File: src/rtl/mem_initiator_pkg.sv
// Shared types for the memory-port initiator: FSM states, access size codes, request error check.
// Combinational helpers only, so there is no latency and no backpressure at this level.
package mem_initiator_pkg;

    typedef enum logic [1:0] {
        ST_IDLE  = 2'd0,
        ST_READ  = 2'd1,
        ST_WRITE = 2'd2,
        ST_RESP  = 2'd3
    } state_t;

    localparam logic [1:0] SZ_BYTE = 2'b00;
    localparam logic [1:0] SZ_HALF = 2'b01;
    localparam logic [1:0] SZ_WORD = 2'b10;

    // Illegal size, misaligned halfword or word, or address past the end of memory.
    function automatic logic req_error(input logic [1:0]  size,
                                       input logic [31:0] addr,
                                       input logic [31:0] limit);
        return (size == 2'b11)
            || (size == SZ_HALF && addr[0])
            || (size == SZ_WORD && addr[1:0] != 2'b00)
            || (addr >= limit);
    endfunction

endpackage

File: src/rtl/mem_lane_align.sv
// Lane extract with sign/zero extension for loads, and byte/halfword merge into a read word for stores.
// Purely combinational (zero latency); it has no handshake and never applies backpressure.
module mem_lane_align
    import mem_initiator_pkg::*;
(
    input  logic [31:0] word,
    input  logic [1:0]  size,
    input  logic [1:0]  lane,
    input  logic        zext,
    input  logic [31:0] wdata,
    output logic [31:0] load_data,
    output logic [31:0] merged
);

    logic [7:0]  byte_val;
    logic [15:0] half_val;

    always_comb begin
        byte_val  = word[{lane, 3'b000} +: 8];
        half_val  = word[{lane[1], 4'b0000} +: 16];
        load_data = word;
        merged    = word;
        case (size)
            SZ_BYTE: begin
                load_data = {{24{byte_val[7] & ~zext}}, byte_val};
                merged[{lane, 3'b000} +: 8] = wdata[7:0];
            end
            SZ_HALF: begin
                load_data = {{16{half_val[15] & ~zext}}, half_val};
                merged[{lane[1], 4'b0000} +: 16] = wdata[15:0];
            end
            default: begin
                load_data = word;
                merged    = wdata;
            end
        endcase
    end

endmodule

File: src/rtl/mem_initiator.sv
// Single-outstanding load/store initiator onto a word-wide memory; sub-word stores are read-modify-write.
// Latency: error 1, load 2, word store 2, sub-word store 3 cycles; reqReady stays low until the request retires.
module mem_initiator
    import mem_initiator_pkg::*;
#(
    parameter int MEM_BYTES = 256
) (
    input  logic        clk,
    input  logic        reset,
    input  logic        reqValid,
    output logic        reqReady,
    input  logic        reqWrite,
    input  logic [1:0]  reqSize,
    input  logic        reqUnsigned,
    input  logic [31:0] reqAddr,
    input  logic [31:0] reqWData,
    output logic        rspValid,
    output logic [31:0] rspData,
    output logic        rspErr,
    output logic [31:0] memAddress,
    output logic [31:0] memWriteData,
    output logic        memRead,
    output logic        memWrite,
    input  logic [31:0] memData
);

    state_t      state;
    logic [31:0] addr_q;
    logic [31:0] wdata_q;
    logic [31:0] word_buf;
    logic [1:0]  size_q;
    logic        uns_q;
    logic        write_q;
    logic        err_q;
    logic        req_err;
    logic [31:0] load_data;
    logic [31:0] merged;

    assign req_err = req_error(reqSize, reqAddr, 32'(MEM_BYTES));

    always_ff @(posedge clk or negedge reset) begin
        if (!reset) begin
            state    <= ST_IDLE;
            addr_q   <= '0;
            wdata_q  <= '0;
            word_buf <= '0;
            size_q   <= SZ_BYTE;
            uns_q    <= 1'b0;
            write_q  <= 1'b0;
            err_q    <= 1'b0;
        end else begin
            case (state)
                ST_IDLE: begin
                    if (reqValid) begin
                        addr_q  <= reqAddr;
                        wdata_q <= reqWData;
                        size_q  <= reqSize;
                        uns_q   <= reqUnsigned;
                        write_q <= reqWrite;
                        err_q   <= req_err;
                        if (req_err)
                            state <= ST_RESP;
                        else if (!reqWrite || reqSize != SZ_WORD)
                            state <= ST_READ;
                        else
                            state <= ST_WRITE;
                    end
                end
                ST_READ: begin
                    word_buf <= memData;
                    state    <= write_q ? ST_WRITE : ST_RESP;
                end
                ST_WRITE: state <= ST_RESP;
                ST_RESP:  state <= ST_IDLE;
                default:  state <= ST_IDLE;
            endcase
        end
    end

    // Loads extract from the buffered word; stores merge into it (a word store ignores the buffer).
    mem_lane_align u_align (
        .word      (word_buf),
        .size      (size_q),
        .lane      (addr_q[1:0]),
        .zext      (uns_q),
        .wdata     (wdata_q),
        .load_data (load_data),
        .merged    (merged)
    );

    assign reqReady     = (state == ST_IDLE);
    assign memRead      = (state == ST_READ);
    assign memWrite     = (state == ST_WRITE);
    assign rspValid     = (state == ST_RESP);
    assign rspErr       = rspValid && err_q;
    assign rspData      = (rspValid && !err_q && !write_q) ? load_data : 32'd0;
    assign memAddress   = {addr_q[31:2], 2'b00};
    assign memWriteData = merged;

endmodule

File: config.mk
export PLATFORM = sky130hd
export DESIGN_NAME = mem_initiator
export DESIGN_NICKNAME = d
export VERILOG_FILES = /design/src/rtl/mem_initiator_pkg.sv /design/src/rtl/mem_lane_align.sv /design/src/rtl/mem_initiator.sv
export SDC_FILE = /design/constraint.sdc
export NUM_CORES = 1
export LEC_CHECK = 0
export ABC_CLOCK_PERIOD_IN_PS = 2700
export CORE_AREA = 2 2 137 139
export CTS_BUF_LIST = sky130_fd_sc_hd__clkbuf_4 sky130_fd_sc_hd__clkbuf_8 sky130_fd_sc_hd__clkbuf_16
export DETAILED_ROUTE_END_ITERATION = 8
export DIE_AREA = 0 0 139 141
export PLACE_DENSITY = 0.61
export SYNTH_ARGS = -nofsm -noshare
export SYNTH_HDL_FRONTEND = slang
export SYNTH_HIERARCHICAL = 1
export SYNTH_SLANG_ARGS = --single-unit
export TNS_END_PERCENT = 1
File: constraint.sdc
create_clock -name clk -period 2.7 [get_ports clk]
set_input_delay 0.27 -clock clk [delete_from_list [all_inputs] [get_ports clk]]
set_output_delay 0.27 -clock clk [all_outputs]
set_load 0.02 [all_outputs]
==> Slide: Implementation Results <==
Synthesis and Place & Route Summary

Critical path
  – Startpoint Class: flip-flop
  – Worst-path cell with the longest stage delay: dfrtp_1
  – Reg2reg start: state[0]
  – Reg2Reg Depth: 5
  – Worst Path Buf+Inv: 2
  – Cell family with most CP delay: AND-OR/OR-AND gates
  – Critical Path AT: 2.42 ns
  – Reg2Reg Setup Slack: 0.71 ns
  – Crit Path Class: reg -> out

CTS
  – Max clock buf depth: 2
  – Clock root cell: clkbuf_16
  – Clock Latency Late Sink: 0.35 ns
  – Postcts setup bufs: 0
  – Cts bufs inserted: 9
  – Cts hold-fix bufs: 1

Final timing
  – Worst slew margin: 0.561
  – Fin. Hold Viols: 0
  – Worst-margin pin slew: 0.658 ns
  – Slack of the critical path: 0.0148 ns
  – Total Neg Setup Slack: 0 ns

Place
  – Worst slack, placed: 0.0382 ns

Routing
  – Post-DRT Antenna Nets: 0
  – Met1 WL: 8040 um
  – DRC: 0
  – Via count: 5335
  – Highest metal used: met4
  – Routed wl met3: 1680 um
  – Initial detailed-routing violation count: 436

Synthesis
  – Yosys stat area: 0.00609 mm^2
  – Adder share: 0.0185
  – Synth top cell by count: dfrtp_1
  – Simple Share, Synth: 0.124
  – Ao+oa area frac: 0.146
  – Mean post-synth cell area: 10.4 um^2
  – Synth flops: 103
  – XOR Share, Synth: 0
  – Commonest cells in the netlist: 103 x dfrtp_1, 93 x mux2_2, 67 x nand2_1, 34 x and2_1, 33 x buf_4
  – Ys flop type: dfrtp_1
  – Synth warn: 6

Flow run
  – Max-cap violation count: 0
  – Tool warnings: 35

Cells and area
  – Most numerous logic cell after layout: clkdlybuf4s50_1
  – Invs w/o clock: 16
  – Fin nets: 871
  – Top cells excl fill/tap: 142 x clkdlybuf4s50_1, 102 x dfrtp_1, 93 x mux2_2, 67 x nand2_1, 34 x and2_1
  – Clock buf/inv share: 0.0336
  – Layout non-clock buf frac: 0.256
  – Mi-comb count: 400

Power and ir drop
  – Sequential power: 3.30 mW
  – Top power group: combinational cells
  – Leak Pwr: 3.71 nW
  – Power, Total: 11.6 mW
  – Seq pwr share: 0.284
  – VDD IR-drop max: 0.599 mV
  – Clk pwr: 1.28 mW
  – Net Sw Power: 5.29 mW

Global routing
  – Remaining global-route overflow: 0
  – Initial antenna violation count: 1

Floorplan
  – DIE AREA: 0.0196 mm^2
  – Starting Density: 0.333

Outcome
  – Status: complete, no violations
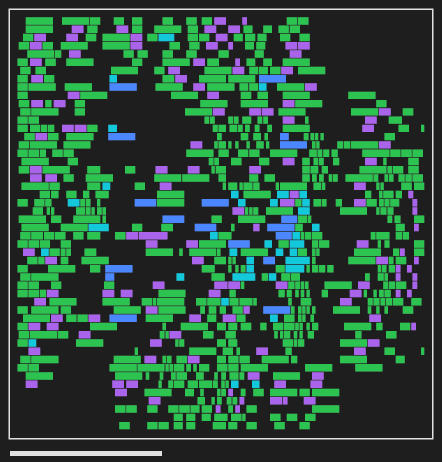
Fig. 1. Sizing map.
Scale bar: 50 um.
Key: blue = _6 and larger [cells 18, share 2.4%, most used clkbuf_16]; purple = _2 cells [cells 129, share 17%, most used mux2_2]; green = _0 and _1 cells [cells 582, share 76%, most used clkdlybuf4s50_1]; cyan = _3 and _4 cells [cells 35, share 4.6%, most used buf_4]

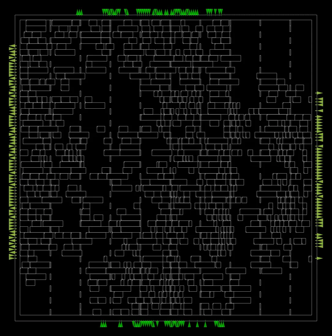
Fig. 2. Cell placement.
# fillers: 1701
Seq area share: 0.304
final cell utilization of the core: 0.464
tap cells: 234
Cell Count, Final, Fillers Out: 999

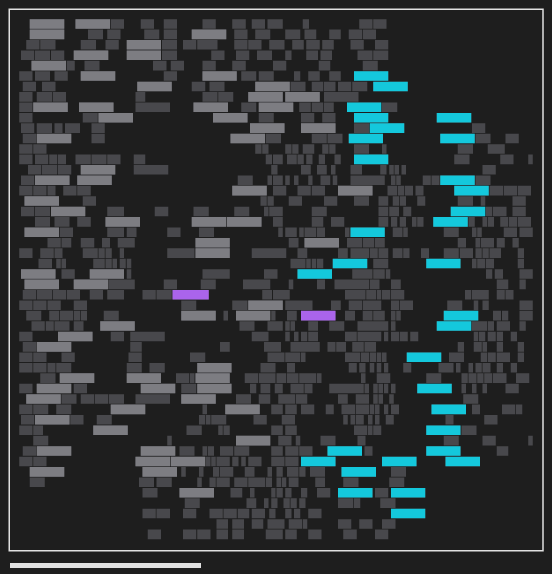
Fig. 3. Register map, names as in the netlist.
Scale bar: 50 um. Other sequential cells in the stronger grey, the rest of the logic in the fainter grey.
Key: cyan = `word_buf` [placed flops 32, where a vertical strip on the right]; purple = `size_q` [placed flops 2]

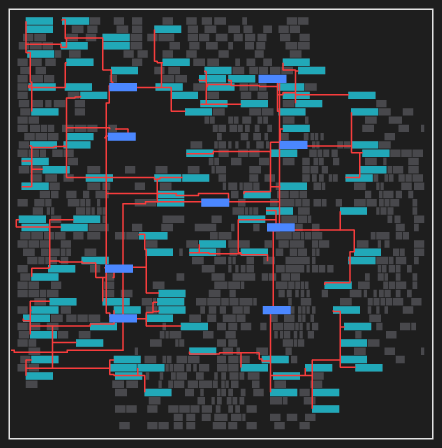
Fig. 4. Routed clock nets over the placement.
Key: cyan = flip-flops [count 103]; red = clock wires [length 1420 um]; blue = clock drivers [count 9]
Position of the flops: spread over the die.

Power figures rest on the tool's default switching activity, not on a simulated workload.
